===== src/rtl/led_pkg.sv =====
// Shared definitions for the LED blink bank: channel mode encodings and
// the width of the channel index on the configuration port.
package led_pkg;
  localparam int CH_IDX_W = 4;

  typedef enum logic [1:0] {
    MODE_OFF   = 2'b00,
    MODE_ON    = 2'b01,
    MODE_BLINK = 2'b10,
    MODE_RSVD  = 2'b11
  } mode_e;
endpackage


===== src/rtl/blink_channel.sv =====
// One LED channel: mode, half-period, counter and LED state, with
// write/sync priority resolved in a single next-state block.
module blink_channel
  import led_pkg::*;
#(
  parameter int          CNT_W        = 25,
  parameter int unsigned DEFAULT_HALF = 12500000
) (
  input  logic             clk,
  input  logic             rst,
  input  logic             cfg_wr,
  input  mode_e            cfg_mode,
  input  logic [CNT_W-1:0] cfg_half,
  input  logic             sync,
  output logic             led
);
  localparam logic [CNT_W-1:0] ONE = CNT_W'(1);

  mode_e            mode_q, mode_d;
  logic [CNT_W-1:0] half_q, half_d;
  logic [CNT_W-1:0] cnt_q, cnt_d;
  logic             led_q, led_d;
  logic [CNT_W-1:0] last_cnt;
  logic             wrap;

  // H==0 runs as H==1, so the wrap point bottoms out at zero
  assign last_cnt = (half_q == '0) ? '0 : half_q - ONE;
  assign wrap     = (cnt_q == last_cnt);

  always_comb begin
    mode_d = mode_q;
    half_d = half_q;
    cnt_d  = cnt_q;
    led_d  = led_q;
    if (cfg_wr) begin
      mode_d = cfg_mode;
      half_d = cfg_half;
      cnt_d  = '0;
      if (cfg_mode == MODE_BLINK)
        led_d = (mode_q == MODE_BLINK) ? led_q : 1'b0;
      else
        led_d = (cfg_mode == MODE_ON);
    end else if (mode_q == MODE_BLINK) begin
      if (wrap) begin
        cnt_d = '0;
        led_d = ~led_q;
      end else begin
        cnt_d = cnt_q + ONE;
      end
    end else begin
      cnt_d = '0;
      led_d = (mode_q == MODE_ON);
    end
    // sync lands after the write so it wins on counter and LED phase
    if (sync) begin
      cnt_d = '0;
      if (mode_d == MODE_BLINK) led_d = 1'b0;
    end
  end

  always_ff @(posedge clk or posedge rst) begin
    if (rst) begin
      mode_q <= MODE_BLINK;
      half_q <= CNT_W'(DEFAULT_HALF);
      cnt_q  <= '0;
      led_q  <= 1'b0;
    end else begin
      mode_q <= mode_d;
      half_q <= half_d;
      cnt_q  <= cnt_d;
      led_q  <= led_d;
    end
  end

  assign led = led_q;
endmodule


===== src/rtl/led_blink_bank.sv =====
// Bank of independently configurable LED blinkers; decodes the config
// write to one channel and broadcasts the phase sync to all of them.
module led_blink_bank
  import led_pkg::*;
#(
  parameter int          NUM_CH       = 4,
  parameter int          CNT_W        = 25,
  parameter int unsigned DEFAULT_HALF = 12500000
) (
  input  logic                i_Clk,
  input  logic                i_Rst,
  input  logic                i_Cfg_Wr,
  input  logic [CH_IDX_W-1:0] i_Cfg_Ch,
  input  logic [1:0]          i_Cfg_Mode,
  input  logic [CNT_W-1:0]    i_Cfg_Half,
  input  logic                i_Sync,
  output logic [NUM_CH-1:0]   o_LED
);
  logic [NUM_CH-1:0] ch_wr;

  // out-of-range channel indices match no instance and are dropped
  for (genvar g = 0; g < NUM_CH; g++) begin : g_ch
    assign ch_wr[g] = i_Cfg_Wr && (i_Cfg_Ch == CH_IDX_W'(g));

    blink_channel #(
      .CNT_W        (CNT_W),
      .DEFAULT_HALF (DEFAULT_HALF)
    ) u_ch (
      .clk      (i_Clk),
      .rst      (i_Rst),
      .cfg_wr   (ch_wr[g]),
      .cfg_mode (mode_e'(i_Cfg_Mode)),
      .cfg_half (i_Cfg_Half),
      .sync     (i_Sync),
      .led      (o_LED[g])
    );
  end
endmodule


===== config.mk =====
export PLATFORM = sky130hd
export DESIGN_NAME = led_blink_bank
export DESIGN_NICKNAME = d
export VERILOG_FILES = /design/src/rtl/led_pkg.sv /design/src/rtl/blink_channel.sv /design/src/rtl/led_blink_bank.sv
export SDC_FILE = /design/constraint.sdc
export NUM_CORES = 1
export LEC_CHECK = 0
export CORE_MARGIN = 5
export CORE_UTILIZATION = 60
export DETAILED_ROUTE_END_ITERATION = 8
export GPL_TIMING_DRIVEN = 0
export PLACE_DENSITY = 0.86
export SYNTH_ARGS = -nofsm -noshare
export SYNTH_HDL_FRONTEND = slang
export SYNTH_SLANG_ARGS = --single-unit

===== constraint.sdc =====
create_clock -name i_Clk -period 11.8 [get_ports i_Clk]
set_clock_uncertainty 0.1 [all_clocks]
set_input_delay 1.77 -clock i_Clk [delete_from_list [all_inputs] [get_ports i_Clk]]
set_output_delay 1.77 -clock i_Clk [all_outputs]
set_load 0.03 [all_outputs]

==> images/layer_met1.png <==
The bar under the picture is 50 um long.
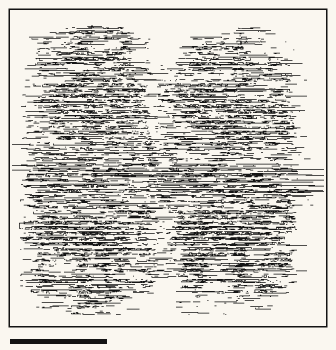
wire length on this layer = 15500 um
longest straight run = 48.3 um
share of all routed wire = 42%
nets with wire on the layer = 1530

==> images/layer_met2.png <==
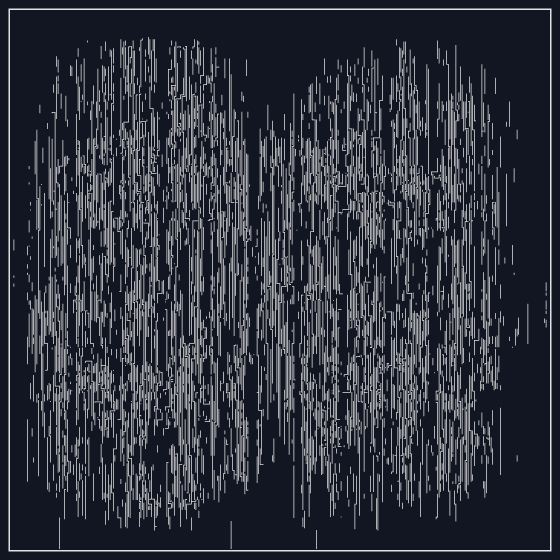
share of all routed wire = 46%
nets with wire on the layer = 1384
longest straight run = 43.7 um
main direction = vertical
wire length on this layer = 17000 um

==> run notes <==
Latest figures from synthesis and place and route.

The post-placement cell area is 14700 sq um. By area the synthesized netlist is led by sky130_fd_sc_hd__dfrtp_1 29%, sky130_fd_sc_hd__dfstp_2 9.8%, sky130_fd_sc_hd__mux2_2 7.9%, sky130_fd_sc_hd__xnor2_1 6.0%, sky130_fd_sc_hd__nor2_1 5.1%. The count of library flops with an enable pin is 0.

The required time at the worst-slack endpoint is 12.09 ns. By count the netlist is led by 191 x sky130_fd_sc_hd__nor2_1, 160 x sky130_fd_sc_hd__dfrtp_1, 98 x sky130_fd_sc_hd__mux2_2. The share of total power in combinational logic is 0.280.

The number of design-rule violations left by the first detailed-router iteration is 1237. The number of antenna violations at the first check in global routing came to 0. The capturing element type of the critical path is a flip-flop. The critical path is of the flip-flop to flip-flop type. The clock tree from TritonCTS is done. The cell total after placement is 1865. For the worst reg-to-reg path, the endpoint reported by OpenROAD is g_ch[0].u_ch.cnt_q[10]$_DFF_PP0_.

The most common cell in the synthesized netlist is sky130_fd_sc_hd__nor2_1. The floorplan core area is 22800 sq um. The number of rows created at floorplan is 55. Among the non-sequential cells, simple AND/OR/NAND/NOR gates take the most area. The worst-case hold slack is 0.467 ns.

The effective utilization at floorplan is 0.612. The capturing element of the worst setup path is g_ch[0].u_ch.cnt_q[10]$_DFF_PP0_. STA classifies the critical path startpoint as a flip-flop.

The cell-mix breakdown from Yosys lists the compound-gate area share as 0.110. Once the clock tree was built, the setup fixing pass inserted 0 buffers. The layout filler cell count is 1753.

The leakage power total is 5.76 nW. The most frequently used flop master after synthesis is sky130_fd_sc_hd__dfrtp_1. The number of buffers created by CTS is 23. The largest registers in the layout are g_ch.u_ch.cnt_q: 100 flops, g_ch.u_ch.half_q: 100 flops, g_ch.u_ch.mode_q: 8 flops. The all-layer global routing usage is 0.275.

The number of detailed-routing iterations run before antenna repair is 6. The number of different library cells used by synthesis comes to 85. The fraction of registers with async set or reset after synthesis is 1.00. According to the timing report, the arrival time at the worst endpoint equals 4.96 ns.

The total number of cells along the worst setup path is 14. Grouping stages by cell kind, the critical path spends the most delay in simple AND/OR/NAND/NOR gates. The final timing report gives a worst setup slack of 7.13 ns. The global-route track usage on met1 is 0.382.

The report puts the cell count of the worst reg-to-reg path at 14. The clock group share of total power is 0.301. Max-cap violations in this run came to 0. The net count entering floorplan is 1556. Entering global routing, the biggest net connects 108 pins. The run finished with clean final reports. The most common logic cells in the final layout are 191 x sky130_fd_sc_hd__nor2_1, 160 x sky130_fd_sc_hd__dfrtp_1, 98 x sky130_fd_sc_hd__mux2_2, 96 x sky130_fd_sc_hd__nand2_1, 96 x sky130_fd_sc_hd__xnor2_1. In this design, the stage delay of the slowest critical-path cell is 0.76 ns.

The origin of the worst setup path is g_ch[0].u_ch.half_q[5]$_DFFE_PP1P_. The core utilization of the finished layout is 0.679. For the pin with the worst max-slew slack, the measured transition is 1.03 ns.

The clock period minus worst slack is 4.67 ns. The die covers 26400 sq um. Prior to clock tree synthesis, the placed netlist has a worst setup slack of 7.26 ns.

Setup repair after global routing left no endpoint under its margin. The latest clock arrival within the worst-skew pair is 0.52 ns. The design draws 2.35 mW. The number of antenna diodes in the final layout is 0. The maximum clock path buffer count is 3. The final weighted congestion recorded by global placement is 0.935. The relative max-transition margin is 0.315.

The area growth from synthesis to layout is 11.0%.
==> images/layer_met3.png <==
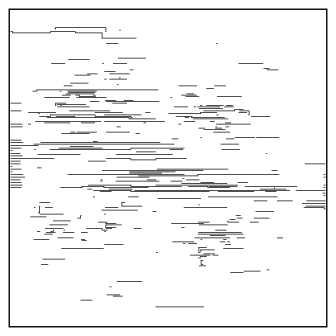
share of all routed wire = 8.4%
wire length on this layer = 3060 um
routed via count: 12000
grt met3 use: 0.0564
drt total wl: 36.6 mm

==> final cells by class <==
| class | instances | area (sq um) | share of cell area |
|---|---|---|---|
| sequential | 212 | 5370 | 0.347 |
| timing repair buffer | 39 | 408 | 0.0264 |
| clock inverter | 2 | 35.0 | 0.00226 |
| buffer | 82 | 383 | 0.0247 |
| inverter | 44 | 173 | 0.0112 |
| tap | 313 | 392 | 0.0253 |
| clock buffer | 39 | 696 | 0.0450 |
| multi-input combinational | 1175 | 8010 | 0.518 |
==> worst min-delay path by stage <==
stage,start,cells after the start,slack [ns],endpoint
final,g_ch[0].u_ch.cnt_q[0]$_DFF_PP0_,1,0.47,g_ch[0].u_ch.cnt_q[0]$_DFF_PP0_
after global routing,g_ch[2].u_ch.half_q[1]$_DFFE_PP0P_,1,0.49,g_ch[2].u_ch.half_q[1]$_DFFE_PP0P_
after CTS,g_ch[0].u_ch.cnt_q[0]$_DFF_PP0_,1,0.45,g_ch[0].u_ch.cnt_q[0]$_DFF_PP0_
after detailed placement,g_ch[3].u_ch.mode_q[0]$_DFF_PP0_,1,0.44,g_ch[3].u_ch.mode_q[0]$_DFF_PP0_
after global placement,g_ch[2].u_ch.mode_q[0]$_DFF_PP0_,1,0.43,g_ch[2].u_ch.mode_q[0]$_DFF_PP0_
after floorplan,g_ch[2].u_ch.cnt_q[0]$_DFF_PP0_,1,0.39,g_ch[2].u_ch.cnt_q[0]$_DFF_PP0_
==> layer usage <==
metal	part of all wire	wire (um)	vias up
met1	0.42	15500	5879
met3	0.083	3060	86
met5	0	0	-
met4	0.028	1040	0
li1	-	-	5583
met2	0.46	17000	485
No activity file was given, so power comes from the tool's default toggle rates.
